$ cat config.mk
export PLATFORM = sky130hd
export DESIGN_NAME = dm_arbiter
export DESIGN_NICKNAME = d
export VERILOG_FILES = /design/src/rtl/dm_arbiter.sv
export SDC_FILE = /design/constraint.sdc
export NUM_CORES = 1
export LEC_CHECK = 0
export ABC_AREA = 1
export CORE_ASPECT_RATIO = 0.8
export CORE_MARGIN = 10
export CORE_UTILIZATION = 43
export DETAILED_ROUTE_END_ITERATION = 7
export PLACE_DENSITY = 0.93
export RECOVER_POWER = 100
export SYNTH_ARGS = -nofsm -noshare
export SYNTH_HDL_FRONTEND = slang
export SYNTH_SLANG_ARGS = --single-unit
$ cat constraint.sdc
create_clock -name clk -period 2.1 [get_ports clk]
set_input_delay 0.42 -clock clk [delete_from_list [all_inputs] [get_ports clk]]
set_output_delay 0.42 -clock clk [all_outputs]
set_load 0.01 [all_outputs]
$ cat src/rtl/dm_arbiter.sv
// Two-port data-memory arbiter: round-robin between load/store unit (port 0) and DMA/debug (port 1).
// Latency: request sampled in IDLE -> gnt next cycle; rvalid MEM_LAT+2 cycles after sample (2 if rejected).
// Backpressure: a port holds req and fields until its gnt; requests seen outside IDLE simply wait.
//
// Ports:
//   clk, rst                  clock, asynchronous active-low reset
//   pN_req/we/width/addr/wdata request from port N (width 00 byte, 01 half, 10 word, 11 illegal)
//   pN_gnt                    one-cycle accept pulse (fields captured)
//   pN_rvalid, pN_err         one-cycle completion pulse, err qualifies a rejected access
//   rdata                     shared response data, held between responses
//   mem_re/we/width/addr/wdata/rdata  data-memory side; mem_width is 11 whenever no strobe is active
//
// Timing of a legal access (sample in IDLE at cycle s):
//   s+1            ISSUE, gnt, first strobe cycle, counter loaded with MEM_LAT-1
//   s+2..s+MEM_LAT WAIT with counter non-zero, strobes continue
//   s+MEM_LAT+1    WAIT with counter at zero: strobes low, the read data registered on the
//                  last strobe cycle is moved to the response register
//   s+MEM_LAT+2    RESP
// A rejected access goes ISSUE -> RESP with no strobes at all.
module dm_arbiter #(
    parameter int MEM_LAT = 1
) (
    input  logic        clk,
    input  logic        rst,
    input  logic        p0_req,
    input  logic        p0_we,
    input  logic [1:0]  p0_width,
    input  logic [31:0] p0_addr,
    input  logic [31:0] p0_wdata,
    input  logic        p1_req,
    input  logic        p1_we,
    input  logic [1:0]  p1_width,
    input  logic [31:0] p1_addr,
    input  logic [31:0] p1_wdata,
    output logic        p0_gnt,
    output logic        p1_gnt,
    output logic        p0_rvalid,
    output logic        p1_rvalid,
    output logic        p0_err,
    output logic        p1_err,
    output logic [31:0] rdata,
    output logic        mem_re,
    output logic        mem_we,
    output logic [1:0]  mem_width,
    output logic [31:0] mem_addr,
    output logic [31:0] mem_wdata,
    input  logic [31:0] mem_rdata
);

    typedef enum logic [1:0] {
        IDLE  = 2'd0,
        ISSUE = 2'd1,
        WAIT  = 2'd2,
        RESP  = 2'd3
    } state_t;

    localparam logic [2:0] CNT_INIT = 3'(MEM_LAT - 1);
    // With a single-cycle memory the ISSUE cycle is also the last strobe cycle.
    localparam logic       LAT_ONE  = (MEM_LAT == 1);

    state_t      r_state;
    state_t      w_state_nxt;

    logic        r_last;      // port granted most recently (1 after reset so port 0 wins the first tie)
    logic        r_port;      // port owning the current access
    logic        r_we;
    logic        r_err;       // captured access is illegal
    logic [1:0]  r_width;
    logic [2:0]  r_cnt;
    logic [31:0] r_addr;
    logic [31:0] r_wdata;
    logic [31:0] r_rbuf;      // masked read data taken on the last strobe cycle
    logic [31:0] r_rdata;

    logic        w_any_req;
    logic        w_win;
    logic        w_sel_we;
    logic        w_sel_err;
    logic [1:0]  w_sel_width;
    logic [31:0] w_sel_addr;
    logic [31:0] w_sel_wdata;
    logic [31:0] w_rd_masked;
    logic        w_strobe;
    logic        w_last_strobe;

    // ------------------------------------------------------------------
    // Arbitration and request selection
    // ------------------------------------------------------------------
    assign w_any_req = p0_req | p1_req;

    // Tie goes to the port not granted last; otherwise the sole requester wins.
    assign w_win = (p0_req & p1_req) ? ~r_last : p1_req;

    assign w_sel_we    = w_win ? p1_we    : p0_we;
    assign w_sel_width = w_win ? p1_width : p0_width;
    assign w_sel_addr  = w_win ? p1_addr  : p0_addr;
    assign w_sel_wdata = w_win ? p1_wdata : p0_wdata;

    // Illegal width code, or a half/word access that is not naturally aligned.
    assign w_sel_err = (w_sel_width == 2'b11)
                     | ((w_sel_width == 2'b01) & w_sel_addr[0])
                     | ((w_sel_width == 2'b10) & (w_sel_addr[1:0] != 2'b00));

    // Read data is zero-extended from the low lanes according to the captured width.
    always_comb begin
        w_rd_masked = mem_rdata;
        case (r_width)
            2'b00:   w_rd_masked = {24'h0, mem_rdata[7:0]};
            2'b01:   w_rd_masked = {16'h0, mem_rdata[15:0]};
            default: w_rd_masked = mem_rdata;
        endcase
    end

    // ------------------------------------------------------------------
    // FSM: state register
    // ------------------------------------------------------------------
    always_ff @(posedge clk or negedge rst) begin
        if (!rst) begin
            r_state <= IDLE;
        end else begin
            r_state <= w_state_nxt;
        end
    end

    // ------------------------------------------------------------------
    // FSM: next state and handshake outputs
    // ------------------------------------------------------------------
    always_comb begin
        w_state_nxt   = r_state;
        w_strobe      = 1'b0;
        w_last_strobe = 1'b0;
        p0_gnt        = 1'b0;
        p1_gnt        = 1'b0;
        p0_rvalid     = 1'b0;
        p1_rvalid     = 1'b0;
        case (r_state)
            IDLE: begin
                if (w_any_req) begin
                    w_state_nxt = ISSUE;
                end
            end
            ISSUE: begin
                p0_gnt = ~r_port;
                p1_gnt = r_port;
                if (r_err) begin
                    w_state_nxt = RESP;
                end else begin
                    w_strobe      = 1'b1;
                    w_last_strobe = LAT_ONE;
                    w_state_nxt   = WAIT;
                end
            end
            WAIT: begin
                // Non-zero count: strobe cycles remain. Zero: turnaround before the response.
                if (r_cnt != 3'd0) begin
                    w_strobe      = 1'b1;
                    w_last_strobe = (r_cnt == 3'd1);
                end else begin
                    w_state_nxt = RESP;
                end
            end
            RESP: begin
                p0_rvalid   = ~r_port;
                p1_rvalid   = r_port;
                w_state_nxt = IDLE;
            end
            default: begin
                w_state_nxt = IDLE;
            end
        endcase
    end

    assign p0_err    = p0_rvalid & r_err;
    assign p1_err    = p1_rvalid & r_err;
    assign mem_re    = w_strobe & ~r_we;
    assign mem_we    = w_strobe & r_we;
    assign mem_width = w_strobe ? r_width : 2'b11;
    assign mem_addr  = r_addr;
    assign mem_wdata = r_wdata;
    assign rdata     = r_rdata;

    // ------------------------------------------------------------------
    // Capture, pointer, counter and response data
    // ------------------------------------------------------------------
    always_ff @(posedge clk or negedge rst) begin
        if (!rst) begin
            r_last  <= 1'b1;
            r_port  <= 1'b0;
            r_we    <= 1'b0;
            r_err   <= 1'b0;
            r_width <= 2'b11;
            r_cnt   <= 3'd0;
            r_addr  <= 32'h0;
            r_wdata <= 32'h0;
            r_rbuf  <= 32'h0;
            r_rdata <= 32'h0;
        end else begin
            if ((r_state == IDLE) && w_any_req) begin
                r_port  <= w_win;
                r_we    <= w_sel_we;
                r_err   <= w_sel_err;
                r_width <= w_sel_width;
                r_addr  <= w_sel_addr;
                r_wdata <= w_sel_wdata;
            end

            // Pointer moves on every grant, rejected accesses included.
            if (r_state == ISSUE) begin
                r_last <= r_port;
                r_cnt  <= CNT_INIT;
            end else if ((r_state == WAIT) && (r_cnt != 3'd0)) begin
                r_cnt <= r_cnt - 3'd1;
            end

            if (w_last_strobe && !r_we) begin
                r_rbuf <= w_rd_masked;
            end

            // rdata changes only on entry to RESP and holds otherwise.
            if (w_state_nxt == RESP) begin
                r_rdata <= (!r_err && !r_we) ? r_rbuf : 32'h0;
            end
        end
    end

endmodule

**Run 1: sequential cells grouped by signal name**

Scale: 2 px per um. Other sequential cells in the stronger grey, the rest of the logic in the fainter grey.
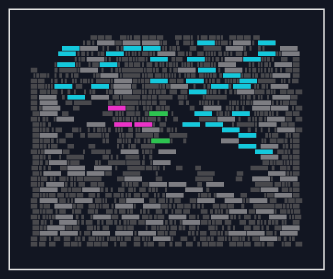
- magenta: r_cnt (flops 3)
- cyan: r_rbuf (flops 32)
- green: r_width (flops 2)
FF/Latch Area: 3482 um2
sequential cell area share: 34.20%

**Run 1: clock wiring as the flow saved it**

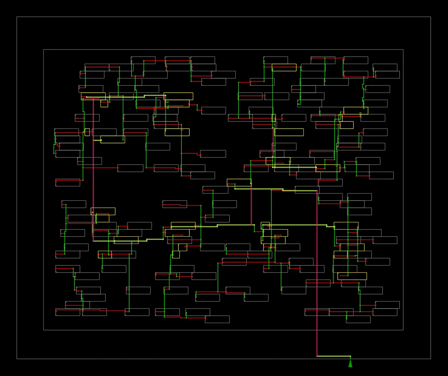
clock skew: 0.008193 ns
number of buffers created by CTS: 17
Clock group: 0.00313 W
Flop Count: 139

**Run 1: cell area per tile**

Scale: 2 px per um. 16 x 13 tiles, from black (low) to pale yellow (high), 0 to 100% covered.
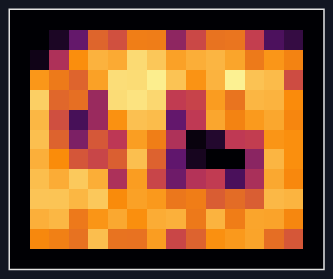
- mean over tiles: 49%
- fullest tile: 97%
- emptiest ninth of the die: top left

==> flow_summary.json, run 1 <==
{
  "outcome": "complete, but fails checks",
  "violations": "setup timing",
  "switching_share_pct": 38.00,
  "io_buffers": 275,
  "vias": 6550,
  "internal-power_w": 0.009098,
  "timing.final.ws_setup_ns": -0.005938,
  "crit_required_ns": 1.68,
  "comb_area_share_pct": 24.75,
  "crit_fanout": 3,
  "layout_min_cycle_time_ns": 2.106,
  "power.leakage_nw": 4.926,
  "grt_max_degree": 63,
  "clk_share_pct": 6.120,
  "gp_congestion": 0.8569,
  "final-setup-viol-count": 1,
  "slew_headroom_pct": 44.78,
  "buffer_area_share_pct": 30.27,
  "yosys_cells": 797,
  "worstSkewPairLatency_ns": 0.42,
  "drt_iter0_markers": 454,
  "netlist_area_um2": 6425,
  "dominant-cell-class": "sequential cells",
  "final_cell_mix": "264 x clkdlybuf4s50_1, 211 x nand2_1, 136 x dfrtp_1",
  "cts.sinks": 139,
  "io_pins": 276,
  "power.density_nw_per_um2": 1441,
  "ant_nets": 0,
  "first_global_vias": 6554,
  "layout_top_cell": "clkdlybuf4s50_1",
  "inverters": 63,
  "ys_ff": 139,
  "whs_ns": 0.4612,
  "cts.clk_slew.worst_paths_ns": 0.06,
  "ys_seq_share_pct": 54.20,
  "core-area_um2": 14440,
  "die-height_um": 129.3,
  "ys_area_um2": 6425,
  "clockPowerShare_pct": 21.3,
  "cts_root_buffer": "clkbuf_16",
  "clockBufferCount": 23
}
## run 1: through the flow
| stage | area, um2 | worst slack, ns | setup TNS [ns] | power (W) | std cells |
|---|---|---|---|---|---|
| 6_report | 10180 | -0.005938 | -0.005938 | 0.01467 | 1276 |
| 4_1_cts | 10100 | -0.08372 | -0.09043 | 0.01457 | 1265 |
| 5_1_grt | 10180 | -0.05251 | -0.1764 | 0.01567 | 1275 |
| 3_3_place_gp | 9485 | 0.1094 | 0 | 0.01111 | 1232 |
| 3_5_place_dp | 9485 | 0.03585 | 0 | 0.01138 | 1232 |
| 2_1_floorplan | 6425 | 0.3299 | 0 | 0.007924 | 797 |
## run 1: worst max-delay path, stage by stage (launching register included)
cell	delay (ns)
dfrtp_1	0.42
buf_4	0.14
ha_1	0.17
inv_1	0.07
nor3_1	0.19
clkdlybuf4s15_1	0.29
## run 1: power groups by stage
stage | Clock [W] | Combinational, W | Sequential (W)
6_report | 0.00313 | 0.00692 | 0.00462
5_1_grt | 0.00330 | 0.00762 | 0.00475
4_1_cts | 0.00319 | 0.00676 | 0.00462
3_5_place_dp | 0 | 0.00675 | 0.00463
3_3_place_gp | 0 | 0.00652 | 0.00458
2_1_floorplan | 0 | 0.00303 | 0.00490
## run 1: layer usage
layer,routed length [um],share of wire [%],vias to the layer above,track usage (%)
met3,2145,9.3,51,8.466
met2,11120,48,302,36.12
li1,-,-,3128,-
met4,763,3.3,0,9.972
met5,0,0,-,0
met1,8934,39,3069,25.29
## run 1: flip-flops by register name, summed over array words and instances, names as in the netlist, 2 cells and up
register / cells
r_cnt: 3
rdata: 32
r_width: 2
mem_wdata: 32
r_state: 2
r_rbuf: 32
mem_addr: 32
## run 1: what timing repair did
action	4_1_cts	5_1_grt
hold buffers	1	0
gates cloned	0	0
pin swaps	0	4
hold endpoints to repair	29	0
buffers inserted	0	8
resized	28	18
setup endpoints to repair	10	13
## run 1: path summary, 6_finish.rpt
path / cells after the start / endpoint / startpoint
worst max register to register: 8 / r_rbuf[8] / r_state[1]
min in group asynchronous: 2 / mem_addr[19] / rst
worst min-delay path: 2 / r_last / r_last
worst min register to register: 2 / r_last / r_last
worst max-delay path: 5 / p0_err / r_state[0]
max in group asynchronous: 3 / rdata[23] / rst
## run 1: cell usage after synthesis
library cell,n
nand3b_4,1
nor3_1,1
buf_1,6
a211oi_1,1
ha_1,8
nand3b_1,1
nand3_1,8
inv_2,3
dfrtp_1,136
a21boi_0,1
inv_1,60
nor2_1,103
nand2_2,2
buf_2,21
nand4_1,32
o22ai_1,1
a21oi_1,3
dfstp_2,3
o21ai_1,64
nand3_2,1
a31oi_1,1
o21ai_0,99
nor2_4,1
clkbuf_1,17
nand2_1,215
nor2_2,1
clkbuf_2,1
buf_4,6
## run 1: kinds of logic after synthesis
kind of cell	Yosys count	share of synthesized area (%)
adders and majority gates	8	1.558
buffers and inverters	114	7.439
AOI/OAI and AO/OA	170	13.36
and+or+nand+nor	366	23.45
DFF	139	54.20
==> run 1 -> run 2 <==
- RECOVER_POWER: 100 -> unset
**Run 2: sequential cells grouped by signal name**

Scale: 2 px per um. Other sequential cells in the stronger grey, the rest of the logic in the fainter grey.
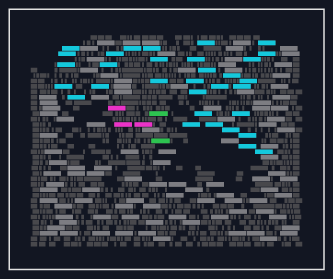
- cyan: r_rbuf (flops 32)
- green: r_width (flops 2)
- magenta: r_cnt (flops 3)
- not coloured: 102
P_seq: 0.00462 W
final core utilization: 70.74%
sequential cell area share: 34.08%

==> run 2 against run 1 <==
Compared with the run above: the run still ends with setup timing left; first-iteration DRC count is 5.1% lower; clock power hardly changed; clock-buffer cell count stayed put; worst setup slack worse by 0.0041 ns; global-route usage stayed put; combinational power hardly changed; non-clock buffer count stayed put; sequential power hardly changed; final cell count stayed put; synthesized cell count stayed put; via count is 0.15% lower; die area stayed put; largest cell class unchanged.
==> flow_summary.json, run 2 <==
{
  "outcome": "complete, but fails checks",
  "violations": "setup timing",
  "timing.final.ws_setup_ns": -0.01001,
  "r2r_start": "r_state[1]",
  "layout_min_cycle_time_ns": 2.110,
  "grt_max_degree": 63,
  "instances_no_fill": 1276,
  "crit_fanout": 3,
  "ys_ff": 139,
  "core-area_um2": 14440,
  "slew_headroom_pct": 76.33,
  "synth.distinct_cells": 28,
  "layout_top_cell": "clkdlybuf4s50_1",
  "io_pins": 276,
  "cts_root_buffer": "clkbuf_16",
  "power.density_nw_per_um2": 1438,
  "ff_type": "dfrtp_1",
  "die-height_um": 129.3,
  "cp.arrival_ns": 1.69,
  "io_buffers": 275,
  "final-setup-viol-count": 1,
  "vias": 6540,
  "common_cells": "215 x nand2_1, 136 x dfrtp_1, 103 x nor2_1",
  "final_cell_mix": "264 x clkdlybuf4s50_1, 211 x nand2_1, 136 x dfrtp_1",
  "cts.sinks": 139,
  "skew_ns": 0.008533,
  "ant_nets": 0,
  "power.leakage_nw": 4.939,
  "cts.clk_slew.worst_paths_ns": 0.06,
  "place_inst": 1232,
  "whs_ns": 0.4599,
  "ys_seq_share_pct": 54.20,
  "top_cell": "nand2_1",
  "async_flop_share_pct": 100.0,
  "ys_area_um2": 6425,
  "first_global_vias": 6554,
  "cts_buffers": 17,
  "cts_tree": "built",
  "gp_congestion": 0.8569,
  "crit_required_ns": 1.68,
  "yosys_cells": 797,
  "cp-end-kind": "primary output",
  "synth_cells": 797,
  "netlist_area_um2": 6425,
  "fillers": 1103,
  "worstSkewPairLatency_ns": 0.42,
  "edf_count": 0
}
**Run 2: metal 2**

Scale: 2 px per um.
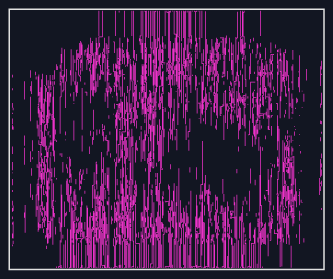
- nets with wire on the layer: 998
- main direction: vertical
- longest straight run: 41.0 um

==> run 2: through the flow <==
step	worst slack (ns)	utilization, %	total power, W	instance area (um2)
after floorplan	0.3299	-	0.007924	6425
after global placement	0.1094	65.67	0.01111	9485
after detailed placement	0.03585	65.67	0.01138	9485
after CTS	-0.08372	69.96	0.01457	10100
after global routing	-0.05251	70.72	0.01568	10210
final	-0.01001	70.74	0.01469	10220
==> run 2: per-layer routing <==
metal,share of wire (%),global-route usage [%]
met5,0,0
met4,3.3,9.972
met3,9.3,8.466
met2,49,36.12
met1,39,25.29
==> run 2: report_power, final <==
part	total [W]	switching (W)	internal, W	leakage [nW]
Combinational	0.00693	0.00374	0.00319	2.98
Clock	0.00314	0.00114	0.00200	0.296
Sequential	0.00462	0.000702	0.00392	1.66
==> run 2: worst paths after layout <==
check | endpoint | slack, ns | cells past startpoint
setup / recovery | p0_err | -0.01 | 5
max in group asynchronous | r_width[1] | 1.02 | 3
hold reg to reg | r_last | 0.46 | 2
hold / removal | mem_addr[20] | 0.46 | 2
min in group clk | r_last | 0.46 | 2
setup reg to reg | r_rbuf[8] | 0.13 | 8
==> run 2: area by class of cell <==
| type | instances | area [um2] | share of cell area, % |
|---|---|---|---|
| multi-input combinational | 544 | 2520 | 24.66 |
| inverter | 63 | 236.5 | 2.314 |
| timing repair buffer | 311 | 3118 | 30.52 |
| clock buffer | 23 | 488.0 | 4.776 |
| antenna | 3 | 7.507 | 0.07348 |
| clock inverter | 9 | 135.1 | 1.323 |
| tap | 184 | 230.2 | 2.253 |
| sequential | 139 | 3482 | 34.08 |
==> run 2: cells by family after synthesis <==
logic type / share of synthesized area [%]
fa+ha+maj: 1.558
compound gates: 13.36
buf+inv: 7.439
simple gates: 23.45
flops: 54.20
==> run 2: critical path, cell delays in order, from the launching register on <==
cell             delay, ns
dfrtp_1               0.41
buf_4                 0.14
ha_1                  0.17
inv_1                 0.07
nor3_1                0.19
clkdlybuf4s15_1       0.29
==> run 2: what timing repair did <==
| item | CTS | global route |
|---|---|---|
| resized | 28 | 18 |
| hold buffers | 1 | 0 |
| setup endpoints to repair | 10 | 13 |
| pin swaps | 0 | 4 |
| buffers inserted | 0 | 8 |
| gates cloned | 0 | 0 |
| hold endpoints to repair | 29 | 0 |
No activity file was given, so power comes from the tool's default toggle rates.
